--- config.mk ---
export PLATFORM = sky130hd
export DESIGN_NAME = if_fetch
export DESIGN_NICKNAME = d
export VERILOG_FILES = /design/src/rtl/if_fetch.sv
export SDC_FILE = /design/constraint.sdc
export NUM_CORES = 1
export LEC_CHECK = 0
export ABC_AREA = 1
export CORE_MARGIN = 2
export CORE_UTILIZATION = 25
export CTS_BUF_LIST = sky130_fd_sc_hd__clkbuf_8 sky130_fd_sc_hd__clkbuf_16
export CTS_CLUSTER_DIAMETER = 60
export DETAILED_ROUTE_END_ITERATION = 10
export DONT_BUFFER_PORTS = 1
export MAX_ROUTING_LAYER = met4
export PLACE_DENSITY = 0.48
export SLEW_MARGIN = 25
export SYNTH_ARGS = -nofsm -noshare
export SYNTH_HDL_FRONTEND = slang
export SYNTH_SLANG_ARGS = --single-unit
--- constraint.sdc ---
create_clock -name clk -period 2.15 [get_ports clk]
set_clock_uncertainty 0.15 [all_clocks]
set_input_delay 0.43 -clock clk [delete_from_list [all_inputs] [get_ports clk]]
set_output_delay 0.43 -clock clk [all_outputs]
set_load 0.01 [all_outputs]
--- src/rtl/if_fetch.sv ---
// rtl/if_fetch.sv - MIPS instruction-fetch stage: PC, imem handshake, delay-slot redirect, stall hold
// Optional misaligned-target trap enabled by defining IF_ALIGN_CHECK_EN (adds if_adel port).
module if_fetch #(
    parameter logic [31:0] RESET_PC = 32'h0000_0000
) (
    input  logic        clk,
    input  logic        rst_n,
    input  logic        stall,
    input  logic        branch_taken,
    input  logic [31:0] branch_target,
    output logic        imem_req,
    output logic [31:0] imem_addr,
    input  logic [31:0] imem_rdata,
    input  logic        imem_ready,
    output logic [31:0] if_pc,
    output logic [31:0] if_instr,
    output logic        if_valid
`ifdef IF_ALIGN_CHECK_EN
    ,
    output logic        if_adel
`endif
);

    typedef enum logic [1:0] {
        S_FETCH = 2'd0,
        S_HOLD  = 2'd1,
        S_ADEL  = 2'd2
    } state_e;

    state_e      state_q;
    logic [31:0] pc_q;
    logic [31:0] if_pc_q;
    logic [31:0] if_instr_q;
    logic        if_valid_q;
    logic [31:0] hold_pc_q;
    logic [31:0] hold_instr_q;
    logic        redir_pend_q;
    logic [31:0] redir_target_q;

    logic [31:0] tgt_w;
    logic        pc_ok_w;
    logic [31:0] next_pc_d;

`ifdef IF_ALIGN_CHECK_EN
    logic adel_q;

    assign tgt_w   = branch_target;
    assign pc_ok_w = (pc_q[1:0] == 2'b00);
    assign if_adel = adel_q;
`else
    logic [1:0] unused_tgt_lsb;

    assign unused_tgt_lsb = branch_target[1:0];
    assign tgt_w          = {branch_target[31:2], 2'b00};
    assign pc_ok_w        = 1'b1;
`endif

    // A same-cycle pulse beats an older pending target: the latest redirect wins.
    assign next_pc_d = branch_taken ? tgt_w :
                       redir_pend_q ? redir_target_q :
                       pc_q + 32'd4;

    assign imem_req  = rst_n && (state_q == S_FETCH) && pc_ok_w;
    assign imem_addr = pc_q;
    assign if_pc     = if_pc_q;
    assign if_instr  = if_instr_q;
    assign if_valid  = if_valid_q;

    always_ff @(posedge clk) begin
        if (!rst_n) begin
            state_q        <= S_FETCH;
            pc_q           <= RESET_PC;
            if_pc_q        <= 32'h0;
            if_instr_q     <= 32'h0;
            if_valid_q     <= 1'b0;
            hold_pc_q      <= 32'h0;
            hold_instr_q   <= 32'h0;
            redir_pend_q   <= 1'b0;
            redir_target_q <= 32'h0;
`ifdef IF_ALIGN_CHECK_EN
            adel_q         <= 1'b0;
`endif
        end else begin
            // Remember any redirect; a completion below consumes it instead.
            if (branch_taken) begin
                redir_pend_q   <= 1'b1;
                redir_target_q <= tgt_w;
            end
            case (state_q)
                S_FETCH: begin
`ifdef IF_ALIGN_CHECK_EN
                    if (!pc_ok_w) begin
                        if (!stall) begin
                            if_pc_q    <= pc_q;
                            if_instr_q <= 32'h0;
                            if_valid_q <= 1'b0;
                            adel_q     <= 1'b1;
                            state_q    <= S_ADEL;
                        end
                    end else
`endif
                    if (imem_ready) begin
                        pc_q         <= next_pc_d;
                        redir_pend_q <= 1'b0;
                        if (stall) begin
                            hold_pc_q    <= pc_q;
                            hold_instr_q <= imem_rdata;
                            state_q      <= S_HOLD;
                        end else begin
                            if_pc_q    <= pc_q;
                            if_instr_q <= imem_rdata;
                            if_valid_q <= 1'b1;
                        end
                    end else if (!stall) begin
                        if_instr_q <= 32'h0;
                        if_valid_q <= 1'b0;
                    end
                end
                S_HOLD: begin
                    if (!stall) begin
                        if_pc_q    <= hold_pc_q;
                        if_instr_q <= hold_instr_q;
                        if_valid_q <= 1'b1;
                        state_q    <= S_FETCH;
                    end
                end
`ifdef IF_ALIGN_CHECK_EN
                S_ADEL: begin
                    // Parked until ID supplies a usable (word-aligned) target.
                    if (branch_taken) begin
                        redir_pend_q <= 1'b0;
                        if (tgt_w[1:0] == 2'b00) begin
                            pc_q    <= tgt_w;
                            adel_q  <= 1'b0;
                            state_q <= S_FETCH;
                        end else begin
                            if_pc_q <= tgt_w;
                        end
                    end
                end
`endif
                default: begin
                    state_q <= S_FETCH;
                end
            endcase
        end
    end

endmodule

Fig. 1: gate-type map
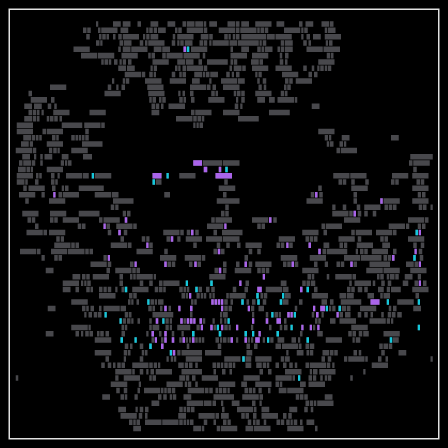
Purple shows nor cells, cells 85. Cyan shows inv cells, cells 45.

==> flow_metrics.env <==
# implementation run metrics
export IMPL_p_leak_nw=3.72
export IMPL_cp_startpoint="state_q[0]"
export IMPL_p_int_mw=5.82
export IMPL_grt_busiest_layer="met2"
export IMPL_use_met1_pct=23.0
export IMPL_synth_area_mm2=0.00812
export IMPL_p_clk_mw=3.27
export IMPL_wl_met2_um=13000
export IMPL_p_sw_share_pct=29.0
export IMPL_clkSinkCount=187
export IMPL_grt_met2_usage_pct=26.9
export IMPL_cp_data_arrival_time_ns=1.41
export IMPL_switching_power_mw=2.38
export IMPL_crit_type="register to output pin"
export IMPL_top_cell="nand2_1"
export IMPL_cts_tree="done"
export IMPL_sh_comb_area_pct=38.2
export IMPL_inv_count=45
export IMPL_cts_resized=0
export IMPL_nonClkBufAreaFrac_pct=11.5
export IMPL_pin_count=167
export IMPL_ir_drop_mv=0.626
export IMPL_die_area_mm2=0.0339
export IMPL_required_ns=1.57
export IMPL_finalWorstSetupSlack_ns=0.162
export IMPL_synth_top_cell_by_area="dfxtp_1"
export IMPL_antenna_found_initial=1
export IMPL_seq_share_pct=37.3
export IMPL_routedWlPerCell_um=17.5
export IMPL_drv_slew=0
export IMPL_yosys_cells=1152
export IMPL_ant_nets=0
export IMPL_fin_setup_tns_ns=0
export IMPL_ys_sh_xor_pct=0.539
export IMPL_start_kind="register"
export IMPL_cp_endpoint="imem_req"
export IMPL_finalWeightedCongestion=0.839
export IMPL_worstHoldStart="branch_target[2]"
export IMPL_placed_area_mm2=0.00860
export IMPL_top_layer="met4"
export IMPL_use_met3_pct=4.19
export IMPL_grt_ovfl_total=0
export IMPL_fillers=3457
export IMPL_seq_power_mw=3.91
export IMPL_clkbuf_count=17
export IMPL_core_area_mm2=0.0318
export IMPL_clock_latency_ns=0.45
export IMPL_antenna_cells=0
export IMPL_regArea_mm2=0.00375
export IMPL_dr_pass1_iters=5
export IMPL_h_tree_depth=4
export IMPL_design_seq_count=187
export IMPL_top_cells_by_area="dfxtp_1 46%, a21oi_1 16%, nand2_1 12%, o21ai_0 9.2%, nor2_1 3.6%"
export IMPL_setup_viol=0
export IMPL_synth_flops=187
export IMPL_pg_comb_mw=1.01
export IMPL_root_buffer="clkbuf_16"
export IMPL_via_per_inst=4.81
export IMPL_netlist_area_leader_share_pct=46.1
export IMPL_async_flop_share_pct=0
export IMPL_buffers=112
export IMPL_r2r_end="imem_addr[12]"
export IMPL_seq_area_frac_synth_pct=46.1
export IMPL_hp_class="input pin to register"
export IMPL_status="finished, final reports clean"
export IMPL_power_frac_clock_pct=39.9
export IMPL_via_count=7912
export IMPL_crit_reg2reg_launch="imem_addr[2]"
export IMPL_tightest_slew_ns=0.569
export IMPL_grt_pass1_wl_um=44100
Fig. 2: pin placement
Scale bar: 50 µm. Pins as bars across the die edge, other pins in gray.
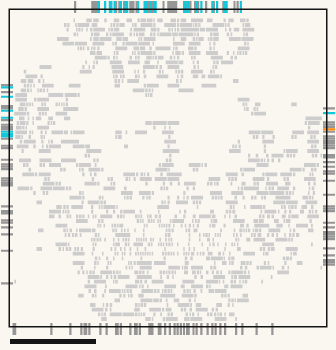
Cyan shows `if_instr`, pins 32, direction output, edge 24 top, 7 left, 1 right. Orange shows `rst_n`, pins 1, direction input, edge right.
die width: 184 µm
I/O Buffers: 0
chip height: 184 µm

how the worst min path moves through the flow:
| stage | to | slack (ns) |
|---|---|---|
| 6_report | redir_target_q[2] | 0.02 |
| 4_1_cts | if_instr[29] | 0.002 |
| 3_5_place_dp | hold_instr_q[22] | 0.30 |
| 5_1_grt | if_instr[27] | 0.02 |
| 3_3_place_gp | hold_instr_q[28] | 0.30 |
| 2_1_floorplan | hold_instr_q[0] | 0.29 |
metrics by stage:
stage,util (%),std cells,hold slack [ns]
after floorplan,-,1155,0.289
after global placement,27.0,1531,0.297
after detailed placement,27.1,1532,0.302
after CTS,31.6,1645,0.00180
after global routing,31.6,1645,0.0168
final,31.6,1645,0.0230
worst max-delay path, cell delays in order (launching register included):
cell	delay [ns]
dfxtp_4	0.40
buf_12	0.38
nor2_1	0.17
